run_1/sizes.png
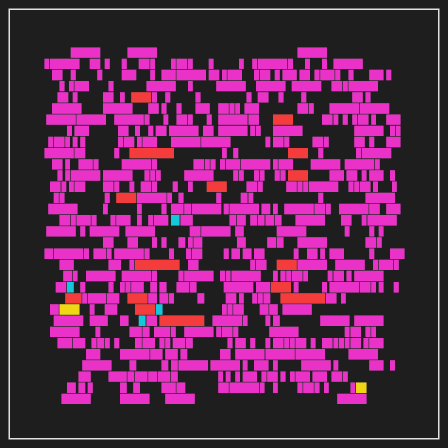
run_1/flops_by_reg.png
Other sequential cells in the stronger grey, the rest of the logic in the fainter grey.
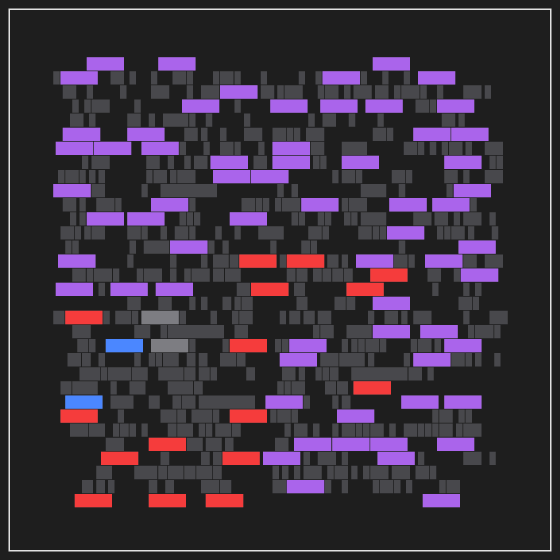
run_1/congestion.png
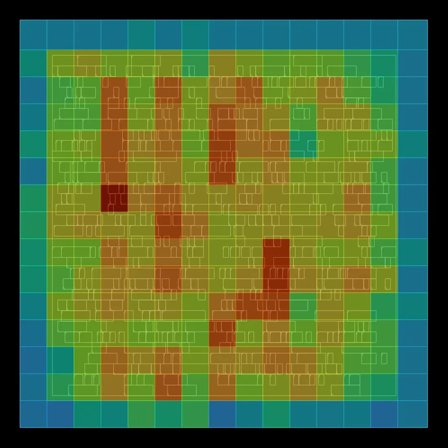
==> src/rtl/fetch_sequencer_if.sv <==
// Fetch-side bus bundle: the ROM port, the decode valid/ready handshake and the branch redirect.
// master = fetch_sequencer, slave = the surrounding ROM/decode/branch logic.
interface fetch_sequencer_if;
  logic [15:0] rom_addr;
  logic [15:0] rom_instr;
  logic        out_valid;
  logic        out_ready;
  logic [15:0] out_instr;
  logic [15:0] out_pc;
  logic        redirect_valid;
  logic [15:0] redirect_pc;

  modport master (
    output rom_addr,
    input  rom_instr,
    output out_valid,
    input  out_ready,
    output out_instr,
    output out_pc,
    input  redirect_valid,
    input  redirect_pc
  );

  modport slave (
    input  rom_addr,
    output rom_instr,
    input  out_valid,
    output out_ready,
    input  out_instr,
    input  out_pc,
    output redirect_valid,
    output redirect_pc
  );
endinterface

==> src/rtl/fetch_sequencer.sv <==
// Instruction-fetch controller: owns the PC, reads a zero-latency ROM and buffers {instr, pc}
// in a prefetch FIFO drained by decode. Optional HALT-opcode stop enabled by `FETCH_HALT_EN.
module fetch_sequencer #(
  parameter int unsigned DEPTH     = 2,
  parameter logic [15:0] RESET_VEC = 16'h0000
) (
  input  logic                       clk,
  input  logic                       rst_n,
  fetch_sequencer_if.master          bus,
  output logic [$clog2(DEPTH):0]     fifo_count,
  output logic                       halted
);

  localparam int unsigned PtrW = $clog2(DEPTH);
  localparam int unsigned CntW = PtrW + 1;

  logic [31:0]     mem_q [DEPTH];
  logic [31:0]     mem_d [DEPTH];
  logic [PtrW-1:0] wr_ptr_q, wr_ptr_d;
  logic [PtrW-1:0] rd_ptr_q, rd_ptr_d;
  logic [CntW-1:0] count_q, count_d;
  logic [15:0]     pc_q, pc_d;
  logic            halted_q, halted_d;

  logic        out_valid;
  logic        pop;
  logic        push;
  logic [31:0] head;

  assign out_valid = (count_q != '0);
  assign head      = mem_q[rd_ptr_q];

  always_comb begin
    pop  = out_valid & bus.out_ready;
    push = ~bus.redirect_valid & ~halted_q & ((count_q < CntW'(DEPTH)) | pop);

    mem_d    = mem_q;
    wr_ptr_d = wr_ptr_q;
    rd_ptr_d = rd_ptr_q;
    count_d  = count_q;
    pc_d     = pc_q;
    halted_d = halted_q;

    if (bus.redirect_valid) begin
      // A same-cycle pop is simply absorbed by the flush.
      wr_ptr_d = '0;
      rd_ptr_d = '0;
      count_d  = '0;
      pc_d     = bus.redirect_pc;
      halted_d = 1'b0;
    end else begin
      if (push) begin
        mem_d[wr_ptr_q] = {bus.rom_instr, pc_q};
        wr_ptr_d        = wr_ptr_q + PtrW'(1);
        pc_d            = pc_q + 16'd1;
`ifdef FETCH_HALT_EN
        if (bus.rom_instr[15:12] == 4'hF) halted_d = 1'b1;
`endif
      end
      if (pop) rd_ptr_d = rd_ptr_q + PtrW'(1);
      count_d = count_q + CntW'(push) - CntW'(pop);
    end

`ifndef FETCH_HALT_EN
    halted_d = 1'b0;
`endif
  end

  always_ff @(posedge clk) begin
    if (!rst_n) begin
      mem_q    <= '{default: '0};
      wr_ptr_q <= '0;
      rd_ptr_q <= '0;
      count_q  <= '0;
      pc_q     <= RESET_VEC;
      halted_q <= 1'b0;
    end else begin
      mem_q    <= mem_d;
      wr_ptr_q <= wr_ptr_d;
      rd_ptr_q <= rd_ptr_d;
      count_q  <= count_d;
      pc_q     <= pc_d;
      halted_q <= halted_d;
    end
  end

  assign bus.rom_addr  = pc_q;
  assign bus.out_valid = out_valid;
  assign bus.out_instr = out_valid ? head[31:16] : 16'h0000;
  assign bus.out_pc    = out_valid ? head[15:0]  : 16'h0000;
  assign fifo_count    = count_q;
  assign halted        = halted_q;

endmodule

==> src/flat_wrapper.sv <==
// flat-port wrapper written by rule: the top's interface ports become plain ports
module fetch_sequencer_flat 
#(
  parameter int unsigned DEPTH     = 2,
  parameter logic [15:0] RESET_VEC = 16'h0000
)
  (clk, rst_n, fifo_count, halted, bus_rom_addr, bus_rom_instr, bus_out_valid, bus_out_ready, bus_out_instr, bus_out_pc, bus_redirect_valid, bus_redirect_pc);
  fetch_sequencer_if bus_i ();
  input  logic clk;
  input  logic rst_n;
  output logic [$clog2(DEPTH):0] fifo_count;
  output logic halted;
  output wire logic [$bits(bus_i.rom_addr)-1:0] bus_rom_addr;
  input wire logic [$bits(bus_i.rom_instr)-1:0] bus_rom_instr;
  output wire logic [$bits(bus_i.out_valid)-1:0] bus_out_valid;
  input wire logic [$bits(bus_i.out_ready)-1:0] bus_out_ready;
  output wire logic [$bits(bus_i.out_instr)-1:0] bus_out_instr;
  output wire logic [$bits(bus_i.out_pc)-1:0] bus_out_pc;
  input wire logic [$bits(bus_i.redirect_valid)-1:0] bus_redirect_valid;
  input wire logic [$bits(bus_i.redirect_pc)-1:0] bus_redirect_pc;
  assign bus_rom_addr = bus_i.rom_addr;
  assign bus_i.rom_instr = bus_rom_instr;
  assign bus_out_valid = bus_i.out_valid;
  assign bus_i.out_ready = bus_out_ready;
  assign bus_out_instr = bus_i.out_instr;
  assign bus_out_pc = bus_i.out_pc;
  assign bus_i.redirect_valid = bus_redirect_valid;
  assign bus_i.redirect_pc = bus_redirect_pc;
  fetch_sequencer #(.DEPTH(DEPTH), .RESET_VEC(RESET_VEC)) u_core (.clk(clk), .rst_n(rst_n), .bus(bus_i), .fifo_count(fifo_count), .halted(halted));
endmodule
==> config.mk <==
export PLATFORM = sky130hd
export DESIGN_NAME = fetch_sequencer_flat
export DESIGN_NICKNAME = d
export VERILOG_FILES = /design/src/rtl/fetch_sequencer_if.sv /design/src/rtl/fetch_sequencer.sv /design/src/flat_wrapper.sv
export SDC_FILE = /design/constraint.sdc
export NUM_CORES = 1
export LEC_CHECK = 0
export CAP_MARGIN = 30
export CORE_MARGIN = 8
export CORE_UTILIZATION = 50
export DETAILED_ROUTE_END_ITERATION = 12
export DONT_BUFFER_PORTS = 1
export GPL_TIMING_DRIVEN = 0
export SETUP_SLACK_MARGIN = 0.05
export SLEW_MARGIN = 20
export SYNTH_ARGS = -nofsm -noshare
export SYNTH_HDL_FRONTEND = slang
export SYNTH_SLANG_ARGS = --single-unit
==> constraint.sdc <==
create_clock -name clk -period 4.2 [get_ports clk]
set_input_delay 0.42 -clock clk [delete_from_list [all_inputs] [get_ports clk]]
set_output_delay 0.42 -clock clk [all_outputs]
set_load 0.05 [all_outputs]
==> impl_metrics.ini, run 1 <==
; implementation run metrics
[power]
irDropWorstVdd_uv = 196.4
power_density_nw_per_um2 = 438.2
p_leak_nw = 1.423

[yosys]
syn_nets = 520
ff_type = dfxtp_1
syn_avg_cell_area_um2 = 8.092
synth.distinct_cells = 38
ys_warn_count = 0
ys_seq_share = 0.4320

[outcome]
status = finished clean

[sta]
fmax_mhz = 335.5
tightest_slew_ns = 0.9894
worst_clock_skew_ns = 0.009398
finalCriticalPeriod_ns = 2.980
final-max-slew-violation-count = 0

[routing]
viasPerCell = 5.433
ant_nets = 0
dr.pass1.iters = 4
vias = 3260

[flow_run]
cap_violations = 0

[place]
placed_cell_area_um2 = 4020
place.gp.congestion = 0.7517

[clock_tree]
cts_tree = yes
cts_made_buffers = 9

[floorplanning]
die_area_um2 = 10860
die_x_um = 104.2

[critical_path]
worstSetupEndpointType = primary output
Back to the opening pictures, sizes.png:
- _0 and _1 cells: magenta (cells 477; most used nand2_1)
- _2 cells: cyan (cells 4; most used clkbuf_2)
- _6 and larger: red (cells 15; most used clkbuf_8)
- _3 and _4 cells: yellow (cells 2)

Back to the opening pictures, flops_by_reg.png:
- u_core.fifo_count: blue (placed flops 2)
- u_core.mem_q: purple (placed flops 64; where widely spread)
- u_core.bus.rom_addr: red (placed flops 16)
- not coloured: 2
Seq/total area: 0.3920
Final Util: 0.5610
Power Sequential: 0.916 mW
Reg area: 1682 µm²

Back to the opening pictures, congestion.png:
grt met3 use: 0.06320
routed len/inst: 17.15 µm
most used routing layer: met2

## run 1: final cells by class
class                      instances  area [µm²]  area share
clock buffer                      12       145.1     0.03383
tap                              102       127.6     0.02975
timing repair buffer               1       5.005    0.001167
sequential                        84        1682      0.3920
multi-input combinational        355        2039      0.4754
buffer                            38       156.4     0.03645
clock inverter                     4       120.1     0.02800
inverter                           4       15.01    0.003500
## run 1: stage by stage
step | std cells | power (mW) | hold slack, ns | util
after floorplan | 481 | 1.082 | 0.4428 | -
after global placement | 583 | 1.135 | 0.4487 | 0.5257
after detailed placement | 583 | 1.140 | 0.4565 | 0.5257
after CTS | 599 | 1.891 | 0.1954 | 0.5604
after global routing | 600 | 1.953 | 0.1940 | 0.5610
final | 600 | 1.880 | 0.2062 | 0.5610
## run 1: flip-flops by register name (all words and copies together) (netlist names)
name,cells
u_core.mem_q,64
u_core.bus.rom_addr,16
u_core.fifo_count,2
u_core.rd_ptr_q,1
u_core.wr_ptr_q,1
## run 1: path summary, 6_finish.rpt
path	start	to	slack (ns)	cells after the start
worst max-delay path	u_core.rd_ptr_q$_SDFFE_PP0P_	bus_out_instr[14]	1.22	4
worst max register to register	u_core.fifo_count[1]$_SDFF_PP0_	u_core.fifo_count[1]$_SDFF_PP0_	1.48	9
worst min register to register	u_core.mem_q[45]$_SDFFE_PN0P_	u_core.mem_q[45]$_SDFFE_PN0P_	0.46	2
worst min-delay path	bus_redirect_pc[1]	u_core.bus.rom_addr[1]$_SDFFE_PN0P_	0.21	1
## run 1: per-layer routing
| metal | track usage | wire (µm) | up-vias | part of all wire |
|---|---|---|---|---|
| met5 | 0 | 10 | - | 0.00097 |
| met2 | 0.2910 | 4569 | 85 | 0.44 |
| li1 | - | - | 1631 | - |
| met3 | 0.06320 | 883 | 10 | 0.086 |
| met1 | 0.2388 | 4721 | 1532 | 0.46 |
| met4 | 0.05998 | 106 | 2 | 0.010 |
## run 1: logic make-up (layout without fill, tap and decap cells)
family	Yosys count	in the layout	synth area share
buf+inv	42	59	0.04403
flops	84	84	0.4320
xor+xnor	12	12	0.02700
fa+ha+maj	3	3	0.009644
compound gates	94	94	0.1713
other cells	1	1	0.0009634
mux	32	32	0.08229
simple gates	213	213	0.2327
## run 1: report_power, final
part | total (mW) | internal (mW) | switching (mW)
registers | 0.916 | 0.834 | 0.0817
clock network | 0.761 | 0.473 | 0.289
logic | 0.203 | 0.0646 | 0.139
## run 1: critical path, cell delays in order, from the launching register on
cell      delay [ns]
dfxtp_1         0.31
clkbuf_1        0.34
clkbuf_1        0.63
mux2i_1         0.16
nor2_1          0.77
## run 1: cells in the final DEF (no fill, tap or decap), drive strengths merged, types with 4 or more instances in the layout
| master | synthesis | final |
|---|---|---|
| dfxtp | 84 | 84 |
| mux2i | 32 | 32 |
| nor2 | 40 | 40 |
| or3 | 4 | 4 |
| xnor2 | 9 | 9 |
| nand4 | 4 | 4 |
| bufinv | 0 | 4 |
| nand2 | 137 | 137 |
| a31oi | 4 | 4 |
| a21boi | 64 | 64 |
| o21ai | 14 | 14 |
| nor3 | 4 | 4 |
| clkbuf | 35 | 48 |
| nand3 | 5 | 5 |
| o211a | 4 | 4 |
| a21oi | 4 | 4 |
==> inputs of run 2 (changes only) <==
- PLACE_DENSITY: not set -> 0.68
- clock period: 4.2 -> 2.7 ns (I/O delays scaled with it)
run_2/sizes.png
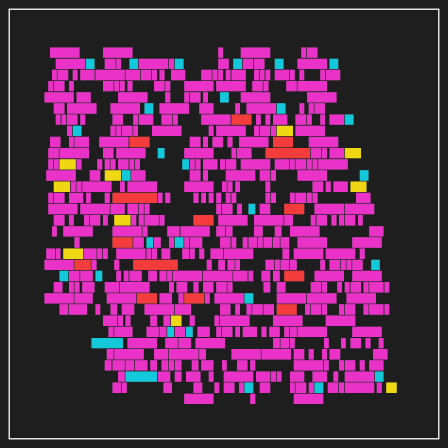
- _6 and larger: red (cells 14; most used clkbuf_8)
- _3 and _4 cells: yellow (cells 10; most used nor2_4)
- _0 and _1 cells: magenta (cells 444; most used nand2_1)
- _2 cells: cyan (cells 29; most used nor2_2)

==> impl_metrics.ini, run 2 <==
; implementation run metrics
[power]
pwr-share-clk = 0.380
comb_power_share = 0.120
switching_power_mw = 0.8088
p_int_mw = 2.038
switching_share = 0.2841
irDropWorstVdd_uv = 344.7
p_seq_frac = 0.500

[outcome]
status = finished clean

[yosys]
ys_warn_count = 0
ys_seq_share = 0.4320
yosysCellCount = 481
syn_nets = 520
syn_avg_cell_area_um2 = 8.092
synth.distinct_cells = 38

[routing]
viasPerCell = 5.411
vias = 3241
wl_per_cell_um = 17.29
ant_nets = 0
dr.pass1.iters = 4

[clock_tree]
cts_tree = yes

[cells_and_area]
final_cells = 599
mostFrequentLayoutCells = 137 x nand2_1, 82 x dfxtp_1, 64 x a21boi_0
layout_top_cell = nand2_1
regMostFlops = u_core.mem_q
seqCellArea_um2 = 1684
largest_register_ffs = 64
final-comb-area_um2 = 2140

[critical_path]
crit_chain = nor2_2 -> clkbuf_1 -> nor2_1
worstSetupEndpointType = primary output
cp_top_family = simple AND/OR/NAND/NOR gates
slowest_stage = nor2_1
slowest_delay_ns = 0.78

[sta]
final-max-slew-violation-count = 0
finalCriticalPeriod_ns = 2.675
worst_clock_skew_ns = 0.007286
tightest_slew_ns = 0.9583
fmax_mhz = 373.8

[place]
place.gp.congestion = 0.7562
placed_cell_area_um2 = 4020

[floorplanning]
die_area_um2 = 10860
die_x_um = 104.2

[flow_run]
cap_violations = 0
run_2/placement_by_type.png
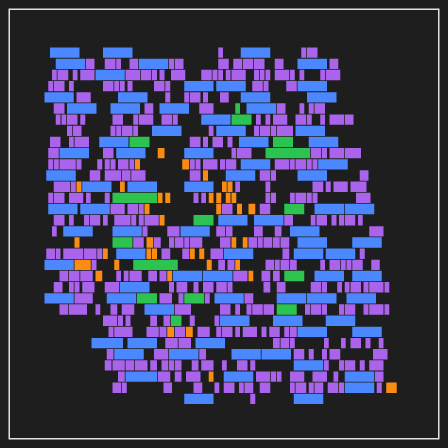
- clock drivers and dummy loads: green (cells 15)
- combinational and other logic: purple (cells 359)
- remaining buffers and delay cells: orange (cells 39)
- sequential cells: blue (cells 84)
Core ar.: 7647 µm²
# rows: 32
Seq/total area: 0.3852

[run 2: path summary, 6_finish.rpt]
| path | startpoint | end | slack (ns) | cells past startpoint |
|---|---|---|---|---|
| min | bus_rom_instr[5] | u_core.mem_q[21]$_SDFFE_PN0P_ | 0.05 | 2 |
| max reg2reg | u_core.fifo_count[1]$_SDFF_PP0_ | u_core.fifo_count[1]$_SDFF_PP0_ | 0.22 | 9 |
| min reg2reg | u_core.mem_q[27]$_SDFFE_PN0P_ | u_core.mem_q[27]$_SDFFE_PN0P_ | 0.46 | 2 |
| max | u_core.fifo_count[1]$_SDFF_PP0_ | bus_out_pc[5] | 0.02 | 3 |
[run 2: repair_timing]
| item | CTS | global route |
|---|---|---|
| endpoints found under the setup margin | 31 | 25 |
| gates resized | 27 | 16 |
| endpoints found under the hold margin | 0 | 0 |
[run 2: kinds of logic after synthesis]
kind of cell | after synthesis | synth area share
multiplexers | 32 | 0.08229
AND-OR/OR-AND | 94 | 0.1713
XOR/XNOR | 12 | 0.02700
buffers and inverters | 42 | 0.04403
flip-flops | 84 | 0.4320
adder cells (fa/ha/maj) | 3 | 0.009644
other | 1 | 0.0009634
AND/OR/NAND/NOR | 213 | 0.2327
[run 2: layer usage]
metal	share of wire	GRT usage	up-vias
li1	-	-	1617
met4	0.0057	0.05688	0
met5	0	0	-
met2	0.48	0.3130	99
met3	0.095	0.06506	5
met1	0.41	0.2390	1520
[run 2: per-stage QoR]
step | util | hold WS (ns) | worst slack, ns
floorplan | - | 0.4078 | 0.3783
global placement | 0.5257 | 0.4105 | 0.02791
detailed placement | 0.5257 | 0.4185 | 0.01994
CTS | 0.5654 | 0.03975 | -0.01278
global route | 0.5717 | 0.04626 | -0.1278
finish | 0.5717 | 0.05399 | 0.02471
[run 2: final cells by class]
| type | count | area share |
|---|---|---|
| multi-input cells | 355 | 0.4894 |
| flip-flops and latches | 84 | 0.3852 |
| plain buffers | 38 | 0.03692 |
| clock buffers | 11 | 0.03234 |
| well taps | 102 | 0.02919 |
| clock inverters | 4 | 0.02232 |
| inverters | 4 | 0.003434 |
| repair buffers | 1 | 0.001145 |
[run 2: power by group through the flow]
stage                     clock [mW]  sequential (mW)  combinational, mW
final                           1.08             1.42              0.341
after global placement             0             1.45              0.313
after detailed placement           0             1.45              0.319
after floorplan                    0             1.43              0.251
after global routing            1.15             1.43              0.379
after CTS                       1.10             1.42              0.335
Power and IR drop assume default switching activity.
